--- src/rtl/inst_fetch_unit.sv ---
// Fetch stage: owns the PC, drives InstMem's address, and queues fetched
// {pc, instruction} pairs in a 2-entry buffer that decode drains over valid/ready.
module inst_fetch_unit #(
  parameter int unsigned         PC_WIDTH   = 8,
  parameter int unsigned         INST_WIDTH = 32,
  parameter logic [PC_WIDTH-1:0] RESET_PC   = '0
) (
  input  logic                  clk,
  input  logic                  reset,
  input  logic                  fetch_en,
  input  logic                  redirect_en,
  input  logic [PC_WIDTH-1:0]   redirect_target,
  output logic [PC_WIDTH-1:0]   imem_addr,
  input  logic [INST_WIDTH-1:0] imem_instruction,
  output logic                  out_valid,
  input  logic                  out_ready,
  output logic [INST_WIDTH-1:0] out_instruction,
  output logic [PC_WIDTH-1:0]   out_pc
);

  // Buffer occupancy doubles as the state: EMPTY, ONE (1), FULL.
  localparam logic [1:0] EMPTY = 2'd0;
  localparam logic [1:0] FULL  = 2'd2;

  logic [PC_WIDTH-1:0]   pc_q, pc_d;
  logic                  wr_ptr_q, wr_ptr_d;
  logic                  rd_ptr_q, rd_ptr_d;
  logic [1:0]            count_q, count_d;
  logic [PC_WIDTH-1:0]   ent_pc_q   [2];
  logic [INST_WIDTH-1:0] ent_inst_q [2];

  logic push;
  logic pop;

  assign imem_addr       = pc_q;
  assign out_valid       = (count_q != EMPTY);
  assign out_pc          = ent_pc_q[rd_ptr_q];
  assign out_instruction = ent_inst_q[rd_ptr_q];

  assign pop  = out_valid && out_ready;
  // A full buffer still accepts a fetch when its head leaves on the same edge.
  assign push = fetch_en && !redirect_en && ((count_q != FULL) || pop);

  always_comb begin
    // NOTE: every next-state signal gets a default first so no path leaves it
    // unassigned; otherwise synthesis infers a latch.
    pc_d     = pc_q;
    wr_ptr_d = wr_ptr_q;
    rd_ptr_d = rd_ptr_q;
    count_d  = count_q;
    if (redirect_en) begin
      // Redirect wins: the low two target bits are dropped and the buffer empties.
      pc_d     = redirect_target & ~PC_WIDTH'(3);
      rd_ptr_d = wr_ptr_q;
      count_d  = EMPTY;
    end else begin
      if (push) begin
        pc_d     = pc_q + PC_WIDTH'(4);
        wr_ptr_d = ~wr_ptr_q;
      end
      if (pop) begin
        rd_ptr_d = ~rd_ptr_q;
      end
      count_d = count_q + {1'b0, push} - {1'b0, pop};
    end
  end

  // NOTE: sequential state uses non-blocking assignments so every register
  // samples the pre-edge values regardless of statement order.
  always_ff @(posedge clk or posedge reset) begin
    if (reset) begin
      pc_q     <= RESET_PC;
      wr_ptr_q <= 1'b0;
      rd_ptr_q <= 1'b0;
      count_q  <= EMPTY;
    end else begin
      pc_q     <= pc_d;
      wr_ptr_q <= wr_ptr_d;
      rd_ptr_q <= rd_ptr_d;
      count_q  <= count_d;
    end
  end

  // NOTE: the entry storage is reset because out_pc/out_instruction must read
  // zero during reset; this is only two words, so a reset port costs little.
  always_ff @(posedge clk or posedge reset) begin
    if (reset) begin
      for (int i = 0; i < 2; i++) begin
        ent_pc_q[i]   <= '0;
        ent_inst_q[i] <= '0;
      end
    end else if (push) begin
      ent_pc_q[wr_ptr_q]   <= pc_q;
      ent_inst_q[wr_ptr_q] <= imem_instruction;
    end
  end

endmodule
--- config.mk ---
export PLATFORM = sky130hd
export DESIGN_NAME = inst_fetch_unit
export DESIGN_NICKNAME = d
export VERILOG_FILES = /design/src/rtl/inst_fetch_unit.sv
export SDC_FILE = /design/constraint.sdc
export NUM_CORES = 1
export LEC_CHECK = 0
export CORE_MARGIN = 2
export CORE_UTILIZATION = 50
export CTS_BUF_LIST = sky130_fd_sc_hd__clkbuf_8
export DETAILED_ROUTE_END_ITERATION = 10
export PLACE_DENSITY = 0.83
export SLEW_MARGIN = 0
export SYNTH_ARGS = -nofsm -noshare
export SYNTH_HDL_FRONTEND = slang
export SYNTH_SLANG_ARGS = --single-unit
export TNS_END_PERCENT = 100
--- constraint.sdc ---
create_clock -name clk -period 2.92 [get_ports clk]
set_input_delay 0.292 -clock clk [delete_from_list [all_inputs] [get_ports clk]]
set_output_delay 0.292 -clock clk [all_outputs]
set_load 0.01 [all_outputs]
==> summary.txt, run 1 <==
run results: Top Layout Cells=mux2_2 (94), clkdlybuf4s50_1 (87), dfrtp_1 (85), CTS root buf=clkbuf_8, Final Wtd Congestion=0.779, hold_ws=0.353 ns, Vias=2449, Worst Setup Start Kind=register, Die X=approximately 93 um, status=finished clean, area share of fa/ha/maj cells after synthesis=0.941%, combinational share of cell area=around a third, Data buffer area share=between 10% and 20%, Mean Syn Cell Area=~14 sq um, ys flop type=dfrtp_1, Comb area=about 1700 sq um, top-count cell post-synth=mux2_2, # Cells Yosys=~280, reg-to-reg critical path startpoint=count_q[0]$_DFF_PP0_, Cell Chain, Critical Path=buf_12 -> mux2_2 -> clkdlybuf4s50_1, max-cap violation count=0, Final Non-Filler Cells=between 400 and 500, Logic pwr share=47.1%, layout cells sized above 1=between 30% and 40%, hold buffers post-CTS=0, Net Sw Frac=28.7%, dominant logic cell type in the layout=mux2_2, Worst Max-Slew Pin Slew=0.777 ns, CTS H-tree depth=3, number of setup violations in the final report=0, total track usage=18.3%, met3 GRT Util=3.71%, Well-Tap Cells=between 100 and 150, Max Root-Sink Buffers=2, Buffers, non-clock=slightly above 90, ANT nets after route=0, Cell Int Power=roughly 4 mW, most frequent cells after synthesis=mux2_2 (94), dfrtp_1 (86), mux2_4 (20), #MultiIn Comb=171
**Run 1: signal wires by layer**

Scale: 4 px per um.
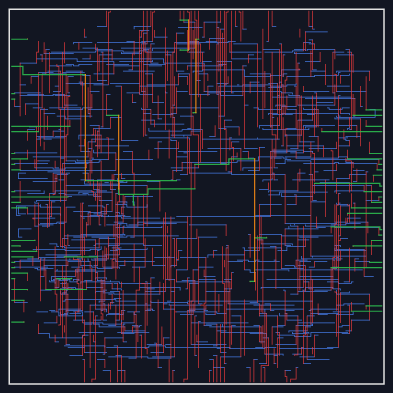
legend:
  M2:
    colour: red
    wire_length: 3600 um
  M4:
    colour: orange
    wire_length: 101 um
  M1:
    colour: blue
    wire_length: 3400 um
  M3:
    colour: green
    wire_length: 346 um
wire per inst: 15.9 um
final wirelength: 7.45 mm

**Run 1: nets reached from selected ports**

Scale: 4 px per um.
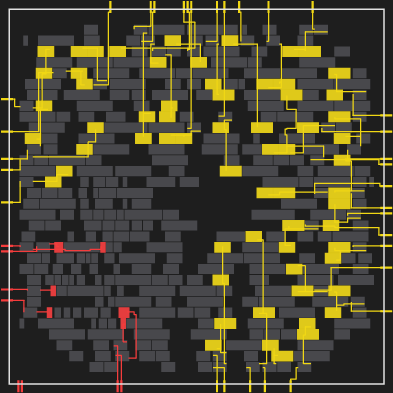
legend:
  redirect_target:
    colour: red
    direction: input
    edge: 4 south, 4 west
    end_cells: 6
    wire: 85.7 um
  imem_instruction:
    colour: yellow
    direction: input
    edge: 11 east, 11 north, 5 south, 5 west
    end_cells: 64
    wire: 925 um
Buffers on Ports: 87
num ports: 94

**Run 1: clock wiring as the flow saved it**

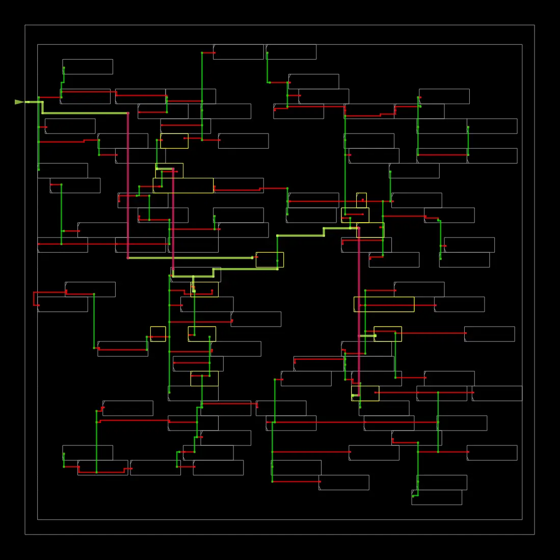
clk_lat worst skew: 0.33 ns
Final Skew: 0.00780 ns
Clock group: 0.890 mW
Clock Sinks: 86

**Run 1: sequential cells grouped by signal name**

Scale: 3 px per um. Other sequential cells in the stronger grey, the rest of the logic in the fainter grey.
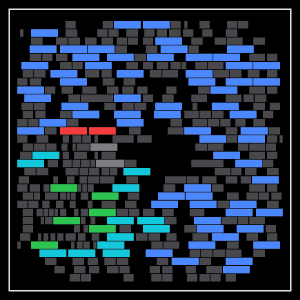
legend:
  imem_addr:
    colour: green
    sequential_cells: 6
    where: south-west
  count_q:
    colour: red
    sequential_cells: 2
  ent_inst_q:
    colour: blue
    sequential_cells: 64
    where: all over the die
  ent_pc_q:
    colour: cyan
    sequential_cells: 12
not coloured: 2
flop share of the area: 41.7%
Register Area: 2150 sq um
sequential power: 2.09 mW
Core Util, Final: 66.9%

==> run 2: changes to the inputs <==
==> constraint.sdc (replaced) <==
create_clock -name clk -period 2.2 [get_ports clk]
set_input_delay 0.22 -clock clk [delete_from_list [all_inputs] [get_ports clk]]
set_output_delay 0.22 -clock clk [all_outputs]
set_load 0.01 [all_outputs]
**Run 2: sequential cells grouped by signal name**

Scale: 3 px per um. Other sequential cells in the stronger grey, the rest of the logic in the fainter grey.
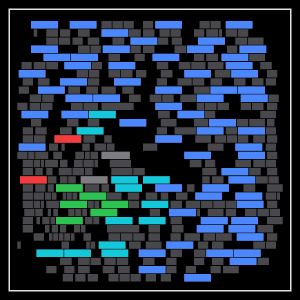
flop share of the area: 41.1%
sequential power: 2.76 mW
Core Util, Final: 67.8%

==> summary.txt, run 2 <==
run results: status=finished clean, total track usage=18.9% (+0.52 points), Die X=93.3 um (unchanged), area share of fa/ha/maj cells after synthesis=0.941% (unchanged), CTS H-tree depth=3 (unchanged), clk_lat worst skew=0.34 ns (about the same), wire per inst=16.2 um (+2.1%), max-cap violation count=0 (unchanged), Mean Syn Cell Area=14.5 sq um (unchanged), num ports=94 (unchanged), Cell Int Power=5.39 mW (+34%), final wirelength=7.73 mm (+3.8%), top-count cell post-synth=mux2_2, combinational share of cell area=32.9% (-0.47 points), Top Layout Cells=mux2_2 (94), clkdlybuf4s50_1 (87), dfrtp_1 (85), ANT nets after route=0 (unchanged), Final Non-Filler Cells=477 (+1.7%), Buffers on Ports=87 (unchanged), number of setup violations in the final report=0 (unchanged), # Cells Yosys=276 (unchanged), Register Area=2150 sq um (unchanged), hold buffers post-CTS=0 (unchanged), Data buffer area share=19.0% (+0.84 points), Vias=2486 (+1.5%), Clock Sinks=86 (unchanged), Cell Chain, Critical Path=buf_12 -> mux2_2 -> clkdlybuf4s50_1, Logic pwr share=47.7% (+0.6 points), met3 GRT Util=3.55% (-0.16 points), #MultiIn Comb=171 (unchanged), Final Wtd Congestion=0.748 (-3.9%), reg-to-reg critical path startpoint=count_q[0]$_DFF_PP0_, hold_ws=0.199 ns (-0.155 ns), Max Root-Sink Buffers=2 (unchanged), Final Skew=0.00878 ns (+0.000977 ns), layout cells sized above 1=39.7% (+1.0 points)
**Run 2: nets reached from selected ports**

Scale: 4 px per um.
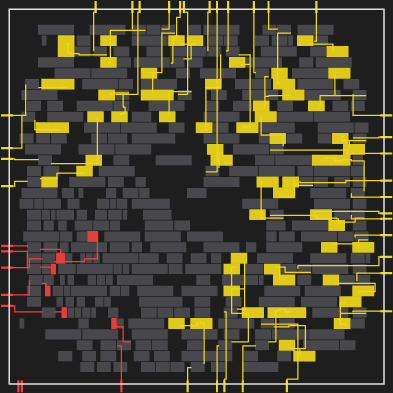
legend:
  redirect_target:
    colour: red
    direction: input
    edge: 5 west, 3 south
    end_cells: 6
    wire: 89.3 um
  imem_instruction:
    colour: yellow
    direction: input
    edge: 12 north, 11 east, 5 south, 4 west
    end_cells: 64
    wire: 934 um

Power figures rest on the tool's default switching activity, not on a simulated workload.
